<file path="config.mk">
export PLATFORM = sky130hd
export DESIGN_NAME = board_io_conditioner
export DESIGN_NICKNAME = d
export VERILOG_FILES = /design/src/rtl/board_io_conditioner.sv
export SDC_FILE = /design/constraint.sdc
export NUM_CORES = 1
export LEC_CHECK = 0
export CAP_MARGIN = 5
export CORE_ASPECT_RATIO = 1.5
export CORE_MARGIN = 8
export CORE_UTILIZATION = 30
export DETAILED_ROUTE_END_ITERATION = 16
export PLACE_DENSITY_LB_ADDON = 0.05
export SYNTH_ARGS = -nofsm -noshare
export SYNTH_HDL_FRONTEND = slang
export SYNTH_SLANG_ARGS = --single-unit
</file>
<file path="constraint.sdc">
create_clock -name clk -period 5.1 [get_ports clk]
set_input_delay 1.02 -clock clk [delete_from_list [all_inputs] [get_ports clk]]
set_output_delay 1.02 -clock clk [all_outputs]
set_load 0.03 [all_outputs]
</file>
<file path="src/rtl/board_io_conditioner.sv">
// Board-level conditioning between FPGA pins and the game core: reset sequencing,
// button debounce with press/release pulses, and a divided clock mirror for a PMOD pin.
module board_io_conditioner #(
  parameter int N_BTN           = 4,
  parameter int DEBOUNCE_CYCLES = 650000,
  parameter int RST_STRETCH     = 1024,
  parameter int MIRROR_HALF     = 1
) (
  input  logic             clk,
  input  logic             rst_n,
  input  logic             locked_i,
  input  logic             rst_btn_i,
  input  logic [N_BTN-1:0] btn_i,
  output logic             sys_rst_o,
  output logic             ready_o,
  output logic [N_BTN-1:0] btn_level_o,
  output logic [N_BTN-1:0] btn_press_o,
  output logic [N_BTN-1:0] btn_release_o,
  output logic             mirror_o
);

  localparam int N_CH = N_BTN + 1;
  localparam int DB_W = $clog2(DEBOUNCE_CYCLES + 1);
  localparam int ST_W = $clog2(RST_STRETCH + 1);
  localparam int MR_W = $clog2(MIRROR_HALF + 1);
  localparam logic [DB_W-1:0] DB_LAST = DB_W'(DEBOUNCE_CYCLES - 1);
  localparam logic [ST_W-1:0] ST_LAST = ST_W'(RST_STRETCH - 1);
  localparam logic [MR_W-1:0] MR_LAST = MR_W'(MIRROR_HALF - 1);

  if (N_BTN < 1) begin : g_bad_n_btn
    $error("board_io_conditioner: N_BTN must be >= 1");
  end
  if (DEBOUNCE_CYCLES < 2) begin : g_bad_debounce
    $error("board_io_conditioner: DEBOUNCE_CYCLES must be >= 2");
  end
  if (RST_STRETCH < 1) begin : g_bad_stretch
    $error("board_io_conditioner: RST_STRETCH must be >= 1");
  end
  if (MIRROR_HALF < 1) begin : g_bad_mirror
    $error("board_io_conditioner: MIRROR_HALF must be >= 1");
  end

  typedef enum logic [1:0] {
    HOLD,
    STRETCH,
    RUN
  } state_t;

  // Channel 0 is the reset button; channels 1..N_BTN are the general buttons.
  logic [N_CH-1:0] raw;
  logic [N_CH-1:0] meta;
  logic [N_CH-1:0] sync;
  logic            lock_meta;
  logic            lock_sync;

  assign raw = {btn_i, rst_btn_i};

  always_ff @(posedge clk or negedge rst_n) begin
    if (!rst_n) begin
      meta      <= '0;
      sync      <= '0;
      lock_meta <= 1'b0;
      lock_sync <= 1'b0;
    end else begin
      meta      <= raw;
      sync      <= meta;
      lock_meta <= locked_i;
      lock_sync <= lock_meta;
    end
  end

  logic [N_CH-1:0] stable;
  logic [N_CH-1:0] fire;

  for (genvar g = 0; g < N_CH; g++) begin : g_db
    logic [DB_W-1:0] cnt;
    logic            st;

    assign fire[g]   = (sync[g] != st) && (cnt == DB_LAST);
    assign stable[g] = st;

    always_ff @(posedge clk or negedge rst_n) begin
      if (!rst_n) begin
        cnt <= '0;
        st  <= 1'b0;
      end else if (sync[g] == st) begin
        cnt <= '0;
      end else if (fire[g]) begin
        st  <= sync[g];
        cnt <= '0;
      end else begin
        cnt <= cnt + 1'b1;
      end
    end
  end

  logic rst_btn_db;
  assign rst_btn_db  = stable[0];
  assign btn_level_o = stable[N_CH-1:1];

  state_t          state_q;
  state_t          state_d;
  logic [ST_W-1:0] str_cnt_q;
  logic [ST_W-1:0] str_cnt_d;

  always_comb begin
    state_d   = state_q;
    str_cnt_d = str_cnt_q;
    if (!lock_sync || rst_btn_db) begin
      state_d   = HOLD;
      str_cnt_d = '0;
    end else begin
      case (state_q)
        HOLD: begin
          state_d   = STRETCH;
          str_cnt_d = '0;
        end
        STRETCH: begin
          if (str_cnt_q == ST_LAST) begin
            state_d = RUN;
          end else begin
            str_cnt_d = str_cnt_q + 1'b1;
          end
        end
        RUN:     state_d = RUN;
        default: state_d = HOLD;
      endcase
    end
  end

  // Outputs are flopped from the next state so they equal a decode of the state register.
  always_ff @(posedge clk or negedge rst_n) begin
    if (!rst_n) begin
      state_q   <= HOLD;
      str_cnt_q <= '0;
      sys_rst_o <= 1'b1;
      ready_o   <= 1'b0;
    end else begin
      state_q   <= state_d;
      str_cnt_q <= str_cnt_d;
      sys_rst_o <= (state_d != RUN);
      ready_o   <= (state_d == RUN);
    end
  end

  logic [N_BTN-1:0] btn_fire;
  logic [N_BTN-1:0] btn_new;
  assign btn_fire = fire[N_CH-1:1];
  assign btn_new  = sync[N_CH-1:1];

  // Gated with the next ready value so a pulse can never coexist with ready_o low.
  always_ff @(posedge clk or negedge rst_n) begin
    if (!rst_n) begin
      btn_press_o   <= '0;
      btn_release_o <= '0;
    end else if (state_d == RUN) begin
      btn_press_o   <= btn_fire & btn_new;
      btn_release_o <= btn_fire & ~btn_new;
    end else begin
      btn_press_o   <= '0;
      btn_release_o <= '0;
    end
  end

  logic [MR_W-1:0] mir_cnt;

  always_ff @(posedge clk or negedge rst_n) begin
    if (!rst_n) begin
      mir_cnt  <= '0;
      mirror_o <= 1'b0;
    end else if (mir_cnt == MR_LAST) begin
      mir_cnt  <= '0;
      mirror_o <= ~mirror_o;
    end else begin
      mir_cnt <= mir_cnt + 1'b1;
    end
  end

endmodule

</file>
==> run_1/sizes.png <==
Scale bar: 50 microns.
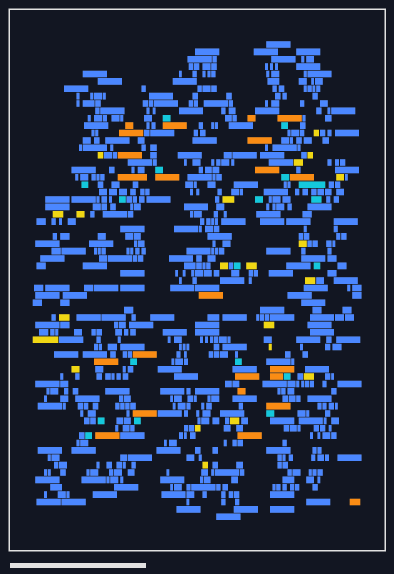
_2 cells: shown in yellow, cells 21. _3 and _4 cells: shown in cyan, cells 18. _0 and _1 cells: shown in blue, cells 649. _6 and larger: shown in orange, cells 23.

==> run_1/io_placement.png <==
Pins as bars across the die edge, other pins in grey.
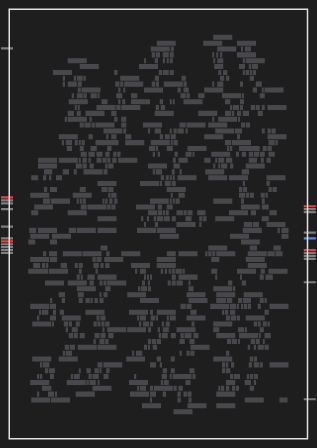
rst_btn_i: shown in blue, pins 1, direction input, edge right. btn_level_o: shown in red, pins 4, direction output, edge 2 right, 2 left.
All pins by edge: 12 left, 11 right.

==> run_1/layer_met4.png <==
Scale bar: 50 microns.
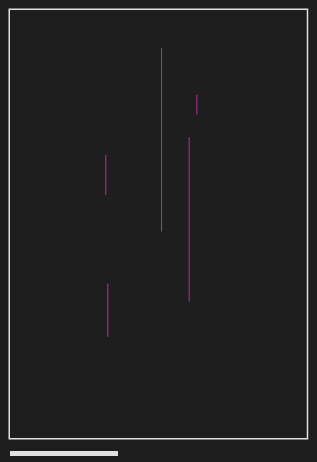
The longest straight run is 85.0 microns. The layer carries 213 microns of wire. 3 nets have wire on it. The layer holds 1.4% of the routed length. The wires run mostly vertical.

==> run_1/clk_routes.png <==
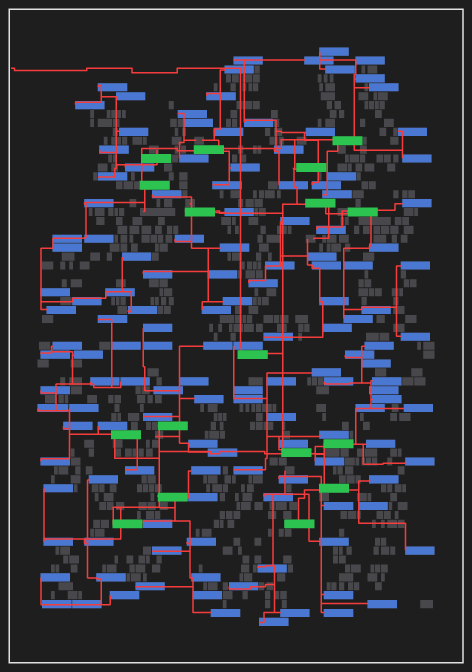
flip-flops: shown in blue, count 141. clock drivers: shown in green, count 17. clock wires: shown in red, length 2290 microns.
Position of the flops: widely spread. There are 18 routed clock nets.

==> Table 3: Implementation characteristics, run 1 <==
Summary of implementation characteristics

Parameter                              Value

Synthesis
  Prevailing post-synth register cell .................. sky130_fd_sc_hd__dfrtp_1
  MUX share of area .................. 0.840%
  Main logic family .................. simple AND/OR/NAND/NOR gates
  Post-synthesis cell type count .................. between 40 and 50
  Net count after synthesis .................. 691
  Biggest area consumer among synthesized cells .................. sky130_fd_sc_hd__dfrtp_1
  Compound-cell area share of the yosys netlist .................. 7.92%
  Count of library flops with an enable pin .................. 0
  Synthesis warning total .................. 0
  Cell Area, Synth .................. 6700 sq um
  Most used standard cells in the synthesized netlist .................. sky130_fd_sc_hd__dfrtp_1 (140), sky130_fd_sc_hd__nor2_1 (80), sky130_fd_sc_hd__nand3_1 (50)
  Post-synthesis adder-cell area fraction .................. approximately 1.1%
  Xor and xnor fraction of the mapped netlist area .................. around 8%
  Most frequently used cell type in the post-synthesis netlist .................. sky130_fd_sc_hd__dfrtp_1
  Area fraction in and, or, nand and nor cells .................. 25.7%
  Post-Syn Instances .................. 677
  Synth async-reset ratio .................. 100%
  Flops out of synthesis .................. 141
  Top-area cell type share of the netlist area .................. 52.3%
  Cell count in the Yosys report .................. just under 700
  Top cells by area .................. sky130_fd_sc_hd__dfrtp_1 (52%), sky130_fd_sc_hd__nor2_1 (4.5%), sky130_fd_sc_hd__xnor2_1 (4.4%), sky130_fd_sc_hd__xor2_1 (3.8%), sky130_fd_sc_hd__nand3_1 (3.7%)
  Post-synthesis average cell area .................. 9.90 sq um

STA
  Final worst slack .................. 2.39 ns
  Number of hold violations in the final report .................. 0
  Final setup violation count .................. 0
  Worst rel slew slack .................. between 20% and 30%
  Slew of the pin with the lowest slew margin .................. 1.11 ns
  Layout Skew .................. ~0.010 ns
  Sum of negative setup slack .................. 0 ns
  Setup repair after global routing missed its margin .................. no
  Share of the clock period used by the worst path .................. a little over half
  Achievable frequency .................. 370 MHz
  Final hold slack .................. 0.349 ns
  Max-slew violation count .................. 0
  Shortest period the worst path allows .................. around 2.7 ns

Worst setup path
  Cell family with the largest share of critical-path delay .................. simple AND/OR/NAND/NOR gates
  Setup crit start kind .................. register
  Worst R2R Path Depth .................. 4
  Delay contributed by the slowest stage of the critical path .................. roughly 1.0 ns
  Buffering stage count on the worst path with inverters included .................. 0
  Critical-path top delay cell .................. sky130_fd_sc_hd__o41ai_4
  R2r startpoint .................. g_db[0].cnt[5]
  CP cell instances .................. or4b_1, or4_4, o41ai_4, nor2_1
  Cell depth of the worst setup path .................. 4
  Crit path arrival time .................. 2.96 ns
  Critical-path maximum fanout .................. 20
  Capture instance of the worst register-to-register path .................. g_db[0].cnt[7]
  Path type of the worst setup path .................. reg -> reg
  Origin of the worst setup path .................. g_db[0].cnt[5]
  Worst setup slack for register-to-register paths .................. approximately 2.4 ns
  Critical Path Sink Type .................. register
  Endpoint of the worst setup timing path .................. g_db[0].cnt[7]
  Required @ worst endpoint .................. 5.35 ns

Layout
  NumNets Final .................. 712
  Total of clock buffers placed in the layout .................. 18
  Combinational share of cell area .................. between 30% and 40%
  Nonclk buf count .................. 28
  Total non-filler cell area in the finished layout .................. 7750 sq um
  Combinational Area .................. 2940 sq um
  Fill cells .................. 2282
  Inverters .................. 27
  Flip-flops .................. around 140
  Register area .................. 3530 sq um
  Non-clock buffer share .................. between 3 and 4%
  Antenna fix cells .................. 0
  Share of the core filled with cells .................. 35.0%
  Share of final layout cell area taken by clock buffers and inverters .................. under 10%
  Number of standard cells in the layout, taps in and fillers out .................. a little under 1000
  Proportion of layout cells with a drive suffix above 1 .................. 8.72%
  Sequential share of cell area .................. 45.5%
  Most frequently placed logic cell in the final layout .................. sky130_fd_sc_hd__dfrtp_1
  Most frequent cells in the layout .................. sky130_fd_sc_hd__dfrtp_1 (140), sky130_fd_sc_hd__nor2_1 (80), sky130_fd_sc_hd__nand3_1 (50)
  Multi-input combinational cell count .................. 483
  Cell kind with the greatest summed area .................. sequential cells

GRT
  Vias in the first global route .................. approximately 5200
  Combined global-route utilization of all metal layers .................. 11.4%
  Initial antenna violation count .................. 0

Pwr
  Part of the total power dissipated in sequential elements .................. about 47%
  Overall power after layout .................. 2.44 mW
  Worst supply voltage drop on vdd .................. 0.000218 V
  Switching power summed over all nets .................. 589 uW
  Biggest power consumer among the groups .................. the clock network
  Clock net power .................. approximately 1.2 mW
  Power density over cell area .................. 314 nW/um^2
  Combinational Power Share .................. between 2 and 3%
  Share of total power consumed by net switching .................. between 20% and 30%
  Combinational power .................. 71.5 uW
  Pleak .................. 3.10 nW
  Part of the total power dissipated in the clock network .................. 49.9%
  Power in sequential cells .................. roughly 1.2 mW

Drt
  Post-DRT Antenna Nets .................. 0
  Count of vias placed by the detailed router .................. 4958
  First-pass DRT Iterations .................. 4
  Drt total wl .................. 14800 microns
  DRC .................. 0
  Post-detailed-route wirelength per cell .................. 15.0 microns
  Via density per instance .................. roughly 5
  Starting DRT DRC Count .................. 162

Clocking
  Number of buffers on the longest clock path .................. 2
  Post-cts sizing count .................. 0
  # hold bufs at CTS .................. 0
  Clk ins delay skew pair .................. 0.43 ns
  Clock Sinks .................. 141
  CTS tree .................. built
  Clock buffers created by TritonCTS .................. 17
  Number of H-tree levels .................. 4
  Root Buffer .................. sky130_fd_sc_hd__clkbuf_16
  Number of buffers added for setup after CTS .................. 0
  Clock-pin transition on the worst setup and hold timing paths .................. 0.06 ns

Hold path
  Path class of the lowest-slack min-delay path .................. reg -> reg
  Hold path startpoint .................. meta[0]
  Min-Delay Path Depth .................. 0
  Hold-critical path endpoint .................. sync[0]

Floorplan
  Area of the core .................. 22100 sq um
  Y dimension of the die .................. 199 microns
  Init Core Util .................. between 30% and 40%
  Standard-cell rows .................. 67
  Overall die width .................. 138 microns
  Number of tapcells .................. roughly 280
  Num ports .................. 23
  Total die area .................. 27500 sq um

Flow run
  Max-cap check violation count .................. 0
  Tally of OpenROAD warnings .................. 26

Placed design
  DP Area .................. 7180 sq um
  Placer's final routability congestion estimate .................. 0.753
  Count of placed standard cells including taps .................. 955
  DPL Wire Length .................. 10000 microns
  Count of buffers from port buffering .................. 22
  Pre-CTS setup slack .................. 2.38 ns

Status
  Result of the run .................. finished, final reports clean
run 1: per-layer routing:
| layer | share of wire [%] | vias up | GRT usage (%) |
|---|---|---|---|
| met3 | 3.4 | 15 | 3.44 |
| met2 | 51 | 57 | 20.3 |
| met5 | 0 | - | 0 |
| li1 | - | 2447 | - |
| met1 | 44 | 2439 | 12.6 |
| met4 | 1.4 | 0 | 4.36 |
run 1: flip-flops by register name, indices dropped and copies added, names as in the netlist:
| signal | flops |
|---|---|
| btn_release_o | 4 |
| g_db.cnt | 100 |
| state_q | 2 |
| sync | 5 |
| lock_sync | 1 |
| sys_rst_o | 1 |
| g_db.st | 5 |
| meta | 5 |
| btn_press_o | 4 |
| lock_meta | 1 |
| ready_o | 1 |
| str_cnt_q | 11 |
| mirror_o | 1 |
--- run 2 (diff from run 1) ---
==> constraint.sdc (replaced) <==
create_clock -name clk -period 2.3 [get_ports clk]
set_input_delay 0.46 -clock clk [delete_from_list [all_inputs] [get_ports clk]]
set_output_delay 0.46 -clock clk [all_outputs]
set_load 0.03 [all_outputs]
==> run_2/clk_routes.png <==
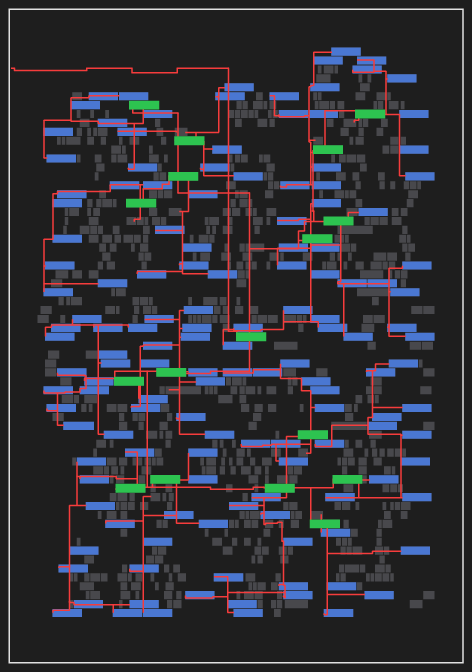
clock wires: shown in red, length 2100 microns. clock drivers: shown in green, count 17. flip-flops: shown in blue, count 141.
There are 18 routed clock nets.

==> Table 3: Implementation characteristics, run 2 <==
Summary of implementation characteristics

Parameter                              Value

Status
  Result of the run .................. finished, final reports clean

STA
  Final setup violation count .................. 0 (unchanged)
  Number of hold violations in the final report .................. 0 (unchanged)
  Layout Skew .................. 0.00731 ns (-0.00319 ns)
  Shortest period the worst path allows .................. 2.17 ns (-0.532 ns)
  Worst rel slew slack .................. 68.5% (+43 points)
  Slew of the pin with the lowest slew margin .................. 0.469 ns (-0.641 ns)
  Final worst slack .................. 0.126 ns (-2.27 ns)
  Final hold slack .................. 0.351 ns (+0.00199 ns)
  Setup repair after global routing missed its margin .................. no
  Max-slew violation count .................. 0 (unchanged)

Drt
  Count of vias placed by the detailed router .................. 5004 (+0.93%)
  Post-detailed-route wirelength per cell .................. 14.8 microns (-1.3%)
  Starting DRT DRC Count .................. 182 (+12%)
  DRC .................. 0 (unchanged)
  First-pass DRT Iterations .................. 4 (unchanged)
  Drt total wl .................. 14900 microns (+0.78%)

Synthesis
  Post-Syn Instances .................. 677 (unchanged)
  Synth async-reset ratio .................. 100% (unchanged)
  Biggest area consumer among synthesized cells .................. sky130_fd_sc_hd__dfrtp_1
  Net count after synthesis .................. 691 (unchanged)
  Top-area cell type share of the netlist area .................. 52.3% (unchanged)
  Cell Area, Synth .................. 6700 sq um (unchanged)
  Post-synthesis cell type count .................. 49 (unchanged)
  Prevailing post-synth register cell .................. sky130_fd_sc_hd__dfrtp_1
  Count of library flops with an enable pin .................. 0 (unchanged)
  Most frequently used cell type in the post-synthesis netlist .................. sky130_fd_sc_hd__dfrtp_1
  Cell count in the Yosys report .................. 677 (unchanged)
  Synthesis warning total .................. 0 (unchanged)

Worst setup path
  Buffering stage count on the worst path with inverters included .................. 0 (unchanged)
  Worst R2R Path Depth .................. 4 (unchanged)
  Critical-path maximum fanout .................. 4 (-80%)
  Cell depth of the worst setup path .................. 4 (unchanged)
  Crit path arrival time .................. 2.49 ns (-0.47 ns)
  Cell family with the largest share of critical-path delay .................. simple AND/OR/NAND/NOR gates
  Worst setup slack for register-to-register paths .................. 0.13 ns (-2.27 ns)
  Path type of the worst setup path .................. reg -> reg
  Origin of the worst setup path .................. g_db[0].cnt[17]
  Capture instance of the worst register-to-register path .................. g_db[0].st
  Delay contributed by the slowest stage of the critical path .................. 0.52 ns (-0.51 ns)
  Critical Path Sink Type .................. register
  CP cell instances .................. or4b_1, or4_4, nor4_1, mux2_2

Layout
  Combinational Area .................. 2940 sq um (unchanged)
  NumNets Final .................. 733 (+2.9%)
  Nonclk buf count .................. 49 (+75%)
  Flip-flop count of the largest register after layout .................. 100 (unchanged)
  Register area .................. 3530 sq um (unchanged)
  Number of standard cells in the layout, taps in and fillers out .................. 1008 (+2.1%)
  Antenna fix cells .................. 0 (unchanged)
  Inverters .................. 27 (unchanged)
  Proportion of layout cells with a drive suffix above 1 .................. 11.2% (+2.5 points)
  Fill cells .................. 2295 (+0.57%)
  Multi-input combinational cell count .................. 483 (unchanged)
  Non-clock buffer share .................. 5.80% (+2.4 points)
  Sequential share of cell area .................. 44.1% (-1.4 points)
  Total non-filler cell area in the finished layout .................. 8000 sq um (+3.2%)
  Cell kind with the greatest summed area .................. sequential cells

GRT
  Layer carrying the most global-route usage .................. met2
  Met2 usage .................. 20.2% (-0.072 points)
  M1 GR Usage .................. 12.7% (+0.063 points)
  Combined global-route utilization of all metal layers .................. 11.5% (+0.019 points)
  Initial antenna violation count .................. 0 (unchanged)

Placed design
  Count of buffers from port buffering .................. 22 (unchanged)
  Count of placed standard cells including taps .................. 975 (+2.1%)
  DP Area .................. 7370 sq um (+2.6%)
  Placer's final routability congestion estimate .................. 0.742 (-1.4%)

Floorplan
  Num ports .................. 23 (unchanged)
  Init Core Util .................. 30.3% (unchanged)
  Total die area .................. 27500 sq um (unchanged)
  Number of tapcells .................. 276 (unchanged)
  Area of the core .................. 22100 sq um (unchanged)
  Overall die width .................. 138 microns (unchanged)
  Y dimension of the die .................. 199 microns (unchanged)
  Standard-cell rows .................. 67 (unchanged)

Clocking
  Root Buffer .................. sky130_fd_sc_hd__clkbuf_16
  Post-cts sizing count .................. 0 (unchanged)
  Number of H-tree levels .................. 4 (unchanged)
  Clock buffers created by TritonCTS .................. 17 (unchanged)
  Clk ins delay skew pair .................. 0.43 ns (about the same)
  Clock Sinks .................. 141 (unchanged)

Hold path
  Hold path startpoint .................. meta[4]
  Path class of the lowest-slack min-delay path .................. reg -> reg

Pwr
  Worst supply voltage drop on vdd .................. 0.000546 V (+150%)
  Pleak .................. 3.25 nW (+4.9%)
  Overall power after layout .................. 5.66 mW (+130%)

Flow run
  Tally of OpenROAD warnings .................. 26 (unchanged)
==> run_2/io_placement.png <==
Pins as bars across the die edge, other pins in grey.
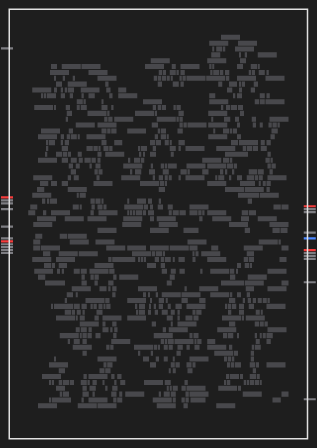
rst_btn_i: shown in blue, pins 1, direction input, edge right. btn_level_o: shown in red, pins 4, direction output, edge 2 right, 2 left.

==> run 2: cell families (layout without fill, tap and decap cells) <==
family,count (synthesis),count (layout),synth area share [%]
DFF,141,141,52.7
buffers and inverters,53,108,3.51
adders and majority gates,6,6,1.12
AOI/OAI and AO/OA,86,86,7.92
xor gates and xnor gates,63,63,8.24
muxes,5,5,0.840
and+or+nand+nor,323,323,25.7
==> run 2: layer usage <==
layer  up-vias  wire (microns)
li1       2497               -
met1      2438            6570
met2        53            7700
met3        16             414
met4         0             251
met5         -               0
==> run 2: where the power goes <==
part           internal (mW)  total [mW]  switching (mW)
registers               2.51        2.55          0.0334
logic                 0.0634       0.178           0.115
clock network           1.75        2.94            1.19
total                   4.33        5.66            1.34
==> run_2/sizes.png <==
Scale bar: 50 microns.
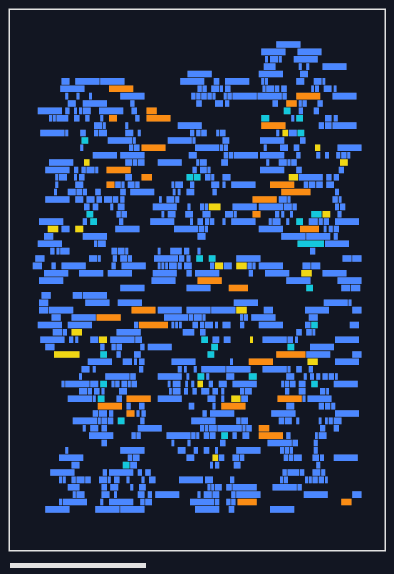

--- run 3 (diff from run 2) ---
--- a/config.mk
+++ b/config.mk
@@ -6,7 +6,6 @@
 export NUM_CORES = 1
 export LEC_CHECK = 0
 export CAP_MARGIN = 5
-export CORE_ASPECT_RATIO = 1.5
 export CORE_MARGIN = 8
 export CORE_UTILIZATION = 30
 export DETAILED_ROUTE_END_ITERATION = 16
==> run_3/sizes.png <==
Scale bar: 50 microns.
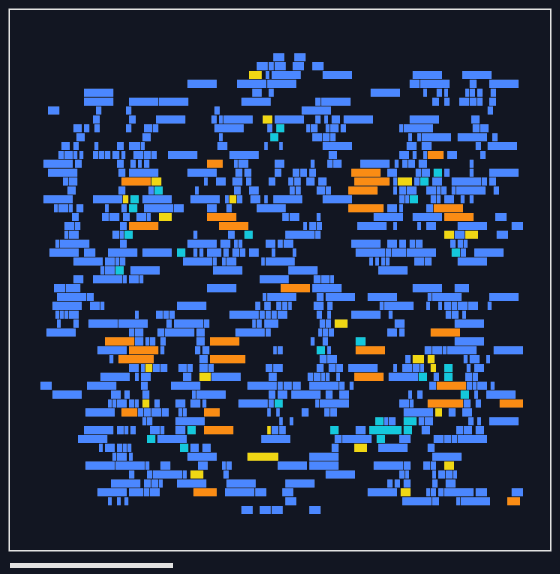
_0 and _1 cells: shown in blue, cells 651. _3 and _4 cells: shown in cyan, cells 29. _2 cells: shown in yellow, cells 23. _6 and larger: shown in orange, cells 29.

==> Table 3: Implementation characteristics, run 3 <==
Summary of implementation characteristics

Parameter                              Value

Status
  Result of the run .................. finished, final reports clean

Worst setup path
  CP cell instances .................. or4b_1, or4_4, nor4_1, mux2_2
  Capture instance of the worst register-to-register path .................. g_db[0].st
  Cell depth of the worst setup path .................. 4 (unchanged)
  Worst setup slack for register-to-register paths .................. 0.09 ns (-0.04 ns)
  Path type of the worst setup path .................. reg -> reg
  Origin of the worst setup path .................. g_db[0].cnt[17]
  Cell family with the largest share of critical-path delay .................. simple AND/OR/NAND/NOR gates
  Critical-path maximum fanout .................. 4 (unchanged)
  Worst R2R Path Depth .................. 4 (unchanged)
  Delay contributed by the slowest stage of the critical path .................. 0.52 ns (about the same)
  Crit path arrival time .................. 2.52 ns (+0.03 ns)
  Required @ worst endpoint .................. between 2 and 3 ns
  Critical Path Sink Type .................. register

Synthesis
  Prevailing post-synth register cell .................. sky130_fd_sc_hd__dfrtp_1
  Net count after synthesis .................. 691 (unchanged)
  Count of library flops with an enable pin .................. 0 (unchanged)
  Post-Syn Instances .................. 677 (unchanged)
  MUX share of area .................. 0.840% (unchanged)
  Main logic family .................. simple AND/OR/NAND/NOR gates
  Top-area cell type share of the netlist area .................. 52.3% (unchanged)
  Area fraction in and, or, nand and nor cells .................. 25.7% (unchanged)
  Post-synthesis average cell area .................. 9.90 sq um
  Compound-cell area share of the yosys netlist .................. 7.92% (unchanged)
  Post-synthesis adder-cell area fraction .................. 1.12% (unchanged)
  Biggest area consumer among synthesized cells .................. sky130_fd_sc_hd__dfrtp_1
  Flops out of synthesis .................. 141
  Cell Area, Synth .................. 6700 sq um (unchanged)
  Xor and xnor fraction of the mapped netlist area .................. 8.24% (unchanged)
  Cell count in the Yosys report .................. 677 (unchanged)
  Synthesis warning total .................. 0 (unchanged)
  Most frequently used cell type in the post-synthesis netlist .................. sky130_fd_sc_hd__dfrtp_1

Drt
  Sum of met3 wire segment lengths after detailed routing .................. 431 microns (+4.1%)
  Met2 wire len .................. 7190 microns (-6.7%)
  Drt total wl .................. 14800 microns (-1.1%)
  Count of vias placed by the detailed router .................. 5059 (+1.1%)
  WL met1 .................. 6970 microns (+6.2%)
  Uppermost layer routed .................. met4
  DRC .................. 0 (unchanged)
  Post-detailed-route wirelength per cell .................. 14.6 microns (-1.5%)
  First-pass DRT Iterations .................. 4 (unchanged)

Layout
  Multi-input combinational cell count .................. 483 (unchanged)
  Sequential share of cell area .................. 43.9% (-0.18 points)
  Non-clock buffer share .................. 5.62% (-0.18 points)
  Fill cells .................. 2217 (-3.4%)
  Cell kind with the greatest summed area .................. sequential cells
  Inverters .................. 27 (unchanged)
  Antenna fix cells .................. 0 (unchanged)
  Proportion of layout cells with a drive suffix above 1 .................. 11.1% (-0.14 points)
  Most frequently placed logic cell in the final layout .................. sky130_fd_sc_hd__dfrtp_1
  Flip-flop count of the largest register after layout .................. 100 (unchanged)
  Register area .................. 3530 sq um (unchanged)
  Number of standard cells in the layout, taps in and fillers out .................. 1012 (+0.40%)
  Nonclk buf count .................. 49 (unchanged)
  NumNets Final .................. 733 (unchanged)
  Total non-filler cell area in the finished layout .................. 8040 sq um (+0.41%)

STA
  Worst rel slew slack .................. 64.9% (-3.6 points)
  Final worst slack .................. 0.0860 ns (-0.0398 ns)
  Layout Skew .................. 0.0104 ns (+0.00304 ns)
  Max-slew violation count .................. 0 (unchanged)
  Final setup violation count .................. 0 (unchanged)
  Setup repair after global routing missed its margin .................. no
  Slew of the pin with the lowest slew margin .................. 0.520 ns (+0.0508 ns)
  Final hold slack .................. 0.346 ns (-0.00466 ns)
  Number of hold violations in the final report .................. 0 (unchanged)
  Shortest period the worst path allows .................. 2.21 ns (+0.0398 ns)

Floorplan
  Total die area .................. 27400 sq um (-0.36%)
  Standard-cell rows .................. 54 (-19%)
  Overall die width .................. 165 microns (+20%)
  Init Core Util .................. 30.6% (+0.33 points)
  Number of tapcells .................. 280 (+1.4%)
  Num ports .................. 23 (unchanged)
  Area of the core .................. 21900 sq um (-1.1%)

Placed design
  Count of buffers from port buffering .................. 22 (unchanged)
  DPL Wire Length .................. 10100 microns
  Count of placed standard cells including taps .................. 979 (+0.41%)
  Placer's final routability congestion estimate .................. 0.770 (+3.8%)

Pwr
  Combinational Power Share .................. 3.0% (about the same)
  Overall power after layout .................. 5.84 mW (+3.1%)
  Pleak .................. 3.26 nW (+0.42%)
  Share of total power consumed by net switching .................. 21.0% (-2.6 points)
  Internal power .................. 4.62 mW (+6.6%)
  Part of the total power dissipated in sequential elements .................. 43.6% (-1.4 points)
  Switching power summed over all nets .................. 1.23 mW (-8.2%)
  Part of the total power dissipated in the clock network .................. 53.3% (+1.4 points)
  Worst supply voltage drop on vdd .................. 0.000403 V (-26%)

GRT
  Layer carrying the most global-route usage .................. met2
  Met2 usage .................. 19.0% (-1.2 points)
  M1 GR Usage .................. 14.6% (+1.9 points)
  Initial antenna violation count .................. 0 (unchanged)

Clocking
  Clk ins delay skew pair .................. 0.42 ns (about the same)
  Clock buffers created by TritonCTS .................. 17 (unchanged)
  Number of H-tree levels .................. 4 (unchanged)
  Post-cts sizing count .................. 0 (unchanged)
  Clock Sinks .................. 141 (unchanged)
  Root Buffer .................. sky130_fd_sc_hd__clkbuf_16

Flow run
  Tally of OpenROAD warnings .................. 26 (unchanged)

Hold path
  Path class of the lowest-slack min-delay path .................. reg -> reg
==> run_3/io_placement.png <==
Pins as bars across the die edge, other pins in grey.
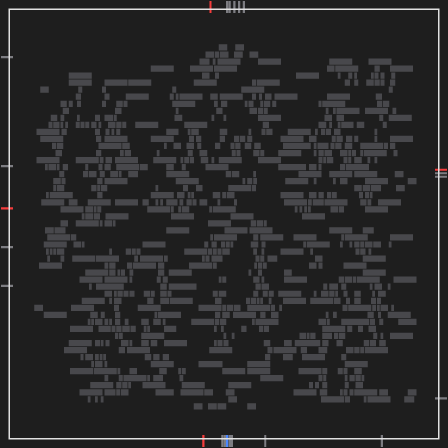
rst_btn_i: shown in blue, pins 1, direction input, edge bottom. btn_level_o: shown in red, pins 4, direction output, edge 1 bottom, 1 top, 1 right, 1 left.
All pins by edge: 8 bottom, 6 top, 5 left, 4 right.

run 3: power by group through the flow:
stage	clock, mW	combinational (mW)	sequential [mW]
global route	3.33	0.208	2.55
finish	3.12	0.177	2.55
global placement	0	0.182	2.59
floorplan	0	0.0833	2.58
CTS	3.21	0.186	2.55
detailed placement	0	0.184	2.59
run 3: worst min-delay path by stage:
stage                   start        endpoint  slack [ns]  cells past startpoint
floorplan               rst_n  btn_press_o[0]        0.16                      0
global placement      meta[2]         sync[2]        0.34                      0
detailed placement  lock_meta       lock_sync        0.34                      0
CTS                   meta[2]         sync[2]        0.35                      0
global route        lock_meta       lock_sync        0.36                      0
finish                meta[2]         sync[2]        0.35                      0
Power and IR drop assume default switching activity.
